[src/rtl/cp0_exc.sv]
// Coprocessor-0 exception/interrupt controller beside the M stage.
// Decides entry each cycle, maintains SR/Cause/EPC, and serves mfc0/mtc0.
module cp0_exc #(
  parameter logic [31:0] EXC_ENTRY = 32'h0000_4180,
  parameter logic [31:0] PRID_VAL  = 32'h0000_0000
) (
  input  logic        clk,
  input  logic        reset,
  input  logic [31:0] pc_m,
  input  logic [5:0]  exccode_m,
  input  logic        bd_m,
  input  logic [5:0]  hwint,
  input  logic [4:0]  cp0_addr,
  input  logic [31:0] cp0_wdata,
  input  logic        cp0_we,
  input  logic        eret_m,
  output logic [31:0] cp0_rdata,
  output logic        exc_req,
  output logic [31:0] exc_pc,
  output logic [31:0] epc_out,
  output logic        exl
);

  localparam int unsigned IM_W   = 6;
  localparam int unsigned CODE_W = 5;

  localparam logic [4:0] ADDR_SR    = 5'd12;
  localparam logic [4:0] ADDR_CAUSE = 5'd13;
  localparam logic [4:0] ADDR_EPC   = 5'd14;
  localparam logic [4:0] ADDR_PRID  = 5'd15;

  logic [IM_W-1:0]   sr_im;
  logic              sr_exl;
  logic              sr_ie;
  logic              cause_bd;
  logic [IM_W-1:0]   cause_ip;
  logic [CODE_W-1:0] cause_code;
  logic [31:0]       epc;

  logic              int_pend;
  logic              exc_pend;

  // Entry decision: interrupts and exceptions are both masked by EXL.
  always_comb begin
    int_pend = (|(hwint & sr_im)) & sr_ie & ~sr_exl;
    exc_pend = (exccode_m != 6'd0) & ~sr_exl;
    exc_req  = int_pend | exc_pend;
  end

  // mfc0 read port: registered contents, unmapped numbers read as zero.
  always_comb begin
    cp0_rdata = 32'd0;
    case (cp0_addr)
      ADDR_SR:    cp0_rdata = {16'd0, sr_im, 8'd0, sr_exl, sr_ie};
      ADDR_CAUSE: cp0_rdata = {cause_bd, 15'd0, cause_ip, 3'd0, cause_code, 2'd0};
      ADDR_EPC:   cp0_rdata = epc;
      ADDR_PRID:  cp0_rdata = PRID_VAL;
      default:    cp0_rdata = 32'd0;
    endcase
  end

  assign exc_pc  = EXC_ENTRY;
  assign epc_out = epc;
  assign exl     = sr_exl;

  // CP0 state: entry has precedence over the flushed mtc0/eret in M.
  always_ff @(posedge clk or negedge reset) begin
    if (!reset) begin
      sr_im      <= '0;
      sr_exl     <= 1'b0;
      sr_ie      <= 1'b0;
      cause_bd   <= 1'b0;
      cause_ip   <= '0;
      cause_code <= '0;
      epc        <= 32'd0;
    end else begin
      cause_ip <= hwint;
      if (exc_req) begin
        sr_exl     <= 1'b1;
        cause_bd   <= bd_m;
        cause_code <= int_pend ? CODE_W'(0) : exccode_m[CODE_W-1:0];
        epc        <= bd_m ? (pc_m - 32'd4) : pc_m;
      end else begin
        if (cp0_we) begin
          case (cp0_addr)
            ADDR_SR: begin
              sr_im  <= cp0_wdata[15:10];
              sr_exl <= cp0_wdata[1];
              sr_ie  <= cp0_wdata[0];
            end
            ADDR_EPC: epc <= cp0_wdata;
            default: ;
          endcase
        end
        if (eret_m) sr_exl <= 1'b0;
      end
    end
  end

endmodule

[config.mk]
export PLATFORM = sky130hd
export DESIGN_NAME = cp0_exc
export DESIGN_NICKNAME = d
export VERILOG_FILES = /design/src/rtl/cp0_exc.sv
export SDC_FILE = /design/constraint.sdc
export NUM_CORES = 1
export LEC_CHECK = 0
export ABC_AREA = 1
export CAP_MARGIN = 25
export CORE_MARGIN = 3
export CORE_UTILIZATION = 30
export CTS_CLUSTER_DIAMETER = 200
export DETAILED_ROUTE_END_ITERATION = 6
export MAX_ROUTING_LAYER = met4
export SYNTH_ARGS = -nofsm -noshare
export SYNTH_HDL_FRONTEND = slang
export SYNTH_SLANG_ARGS = --single-unit
[constraint.sdc]
create_clock -name clk -period 1.5 [get_ports clk]
set_input_delay 0.15 -clock clk [delete_from_list [all_inputs] [get_ports clk]]
set_output_delay 0.15 -clock clk [all_outputs]
set_load 0.01 [all_outputs]
M2 wires:
(4 px per um) Cells faint in the background.
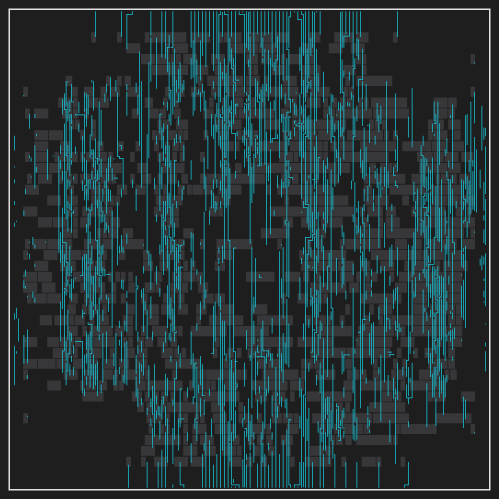
The layer holds 48% of the routed length. The layer carries 7210 um of wire.
total wire length after detailed routing: 15.1 mm
routing usage on met2: 0.351

Clock network drawn from the DEF:
(4 px per um)
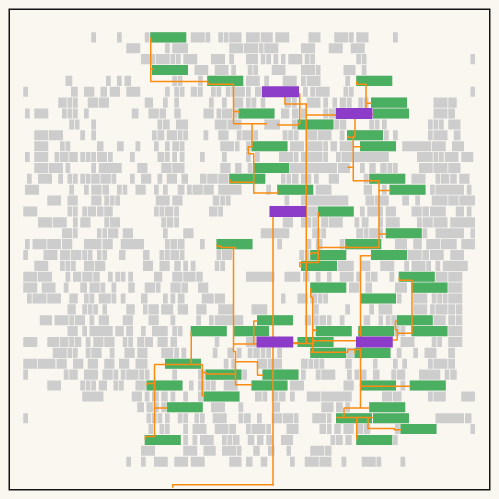
clock drivers: shown in purple, count 5. clock wires: shown in orange, length 697 um. flip-flops: shown in green, count 52.
There are 6 routed clock nets.
largest clock skew in the final design: 0.00741 ns
Clock net power: 1200 uW
share of power burned in the clock network: 0.139
clock insertion delay at the later pin of the skew report: 0.30 ns

==> summary.txt <==
From the run reports.

- The maximum fanout count along the critical path reads 8.
- The yosys stat cell total reads 608.
- The synthesized area divided by synthesized cell count is 6.38 um2.
- The power report lists the sequential group at 2550 uW.
- The net switching power reads 3480 uW.
- The flip-flop count of the largest register, all copies and words added is 32.
- Endpoints with negative setup slack in the final report add up to 34.
- The violation count after the first detailed-routing iteration is 283.
- The final reports fail on setup timing.
- The post-synthesis simple-gate area fraction reads 0.372.
- Measured on the finished design, the core utilization comes to 0.530.
- The flow ran to the end, but the final reports show violations.
- The timing report attributes the biggest portion of critical-path delay to simple AND/OR/NAND/NOR gates.
- In this run, synthesis produced a sequential element count of 52.
- Once detail routing completed, the nets flagged for antenna violations numbered 0.
- The post-route non-filler standard cell count is 1016.
- The first detailed-routing pass ran for 4 iterations.
- The share of the clock period used by the worst path is 1.05.
- The final-layout non-clock buffer area share reads 0.358.
- Warnings reported by Yosys during synthesis add up to 0.
- For the worst setup path, the data required time is 1.73 ns.
- The sequential group share of total power reads 0.296.
- The H-tree level count reads 2.
- Row generation in the floorplan step produced 40 rows.
- Summing internal, switching and leakage power gives 8630 uW.
- The layout inverter count without the clock tree is 92.
- The fraction of power spent switching nets reads 0.403.
- For this run, combinational gates with multiple inputs come to 445.
- Of the cells placed in the final design, the portion with a size suffix greater than 1 is 0.205.
- The area of the core is 12300 um2.
- The critical path's most frequent cell reads nand2_1.
- For this sky-water flow run, the detailed-routed wirelength per cell is reported as 14.8 um.
- The number of max-slew violations in the final report reads 0.
- The synthesized-area fraction occupied by adder cells is 0.00322.
- The most instantiated library cell after synthesis reads nand2_1.
- The placed instance area is 6070 um2.
- The aoi/oai-family share of the synthesized area is 0.0861.
- The logic share of the area reads 0.333.
- The clock-cell share of area is 0.0234.
- met2 is the most crowded layer.
- The area share of the largest cell type after synthesis is 0.335.
- Hold timing on the final database bottoms out at a slack of 0.228 ns.
- Walking the worst path, the cells encountered are nand2_1 > nand2_2 > a21oi_2 > nand2_1 > nand3_2 > nand2_4 > buf_12 > nor2_4 > buf_4 > nand2_1 > nand3_1.
- Timing would allow up to 637 MHz.
- The wire length on met3 reads 742 um.
- The width of the chip reads 120 um.
- The number of buffers created by CTS reads 5.
- The flow inserted 168 tap cells.
- For this run, design rule violations remaining after detail routing come to 0.
- The final weighted congestion recorded by global placement is 0.862.
- The global-route met3 utilization reads 0.0259.
- The net count of the finished layout is 934.
- Per the CTS log, the buffer count on the longest clock path is 2.
- The setup slack after layout reads -0.0705 ns.
- The synthesized cell area reads 3880 um2.
- The remaining global-route overflow is 0.
- Summed over all failing endpoints, the final setup total negative slack is -1.41 ns.
- The count of distinct cell types in the synthesized netlist reads 29.
- The most common cell after layout, fill and taps aside reads nand2_1.
- Yosys reports that the most numerous cell types are 187 x nand2_1, 88 x inv_1, 80 x nor2_1.
- The dominant power group in this design is combinational logic.
- The total of plain and repair buffers excluding clock buffers is 251.
- After detailed routing, the met2 layer carries 7.21 mm of wire.
- On the critical path the data arrives at 1.80 ns.
- The post-synth area from yosys stat is 3880 um2.
- The max-capacitance violation count is 0.
- The flop-to-flop setup slack reads -0.07 ns.
- The power consumed by combinational cells reads 4880 uW.
- The initial core utilization reads 0.315.
- Counting the clock-network buffers in the layout gives 5.
- The worst voltage drop across the vdd grid is 0.584 mV.
- The end of the worst register-to-register path is epc_out[17]$_DFFE_PN0P_.
- Routing resource usage on met1 recorded by global route was 0.283.
- The timing report gives the biggest stage delay along the critical path as 0.39 ns.
- Detailed placement finished with a half-perimeter wire length of 11.6 mm.
- The library cell used as clock root buffer is clkbuf_16.
-- how the worst min path moves through the flow --
stage / start / endpoint / slack, ns / depth (start not counted)
4_1_cts: exccode_m[1] / cause_code[1]$_DFFE_PN0P_ / 0.23 / 3
2_1_floorplan: reset / cause_bd$_DFFE_PN0P_ / -0.15 / 0
6_report: exccode_m[1] / cause_code[1]$_DFFE_PN0P_ / 0.23 / 3
5_1_grt: exccode_m[1] / cause_code[1]$_DFFE_PN0P_ / 0.29 / 3
3_3_place_gp: reset / cause_code[0]$_DFFE_PN0P_ / 0.17 / 2
3_5_place_dp: reset / cause_ip[2]$_DFF_PN0_ / 0.17 / 2
-- what timing repair did --
item	in CTS	in global routing
cloned	6	0
pin swaps	17	12
gates resized	138	33
hold endpoints to repair	52	0
endpoints found under the setup margin	72	78
hold buffers	1	0
buffers inserted	10	2
Power figures rest on the tool's default switching activity, not on a simulated workload.
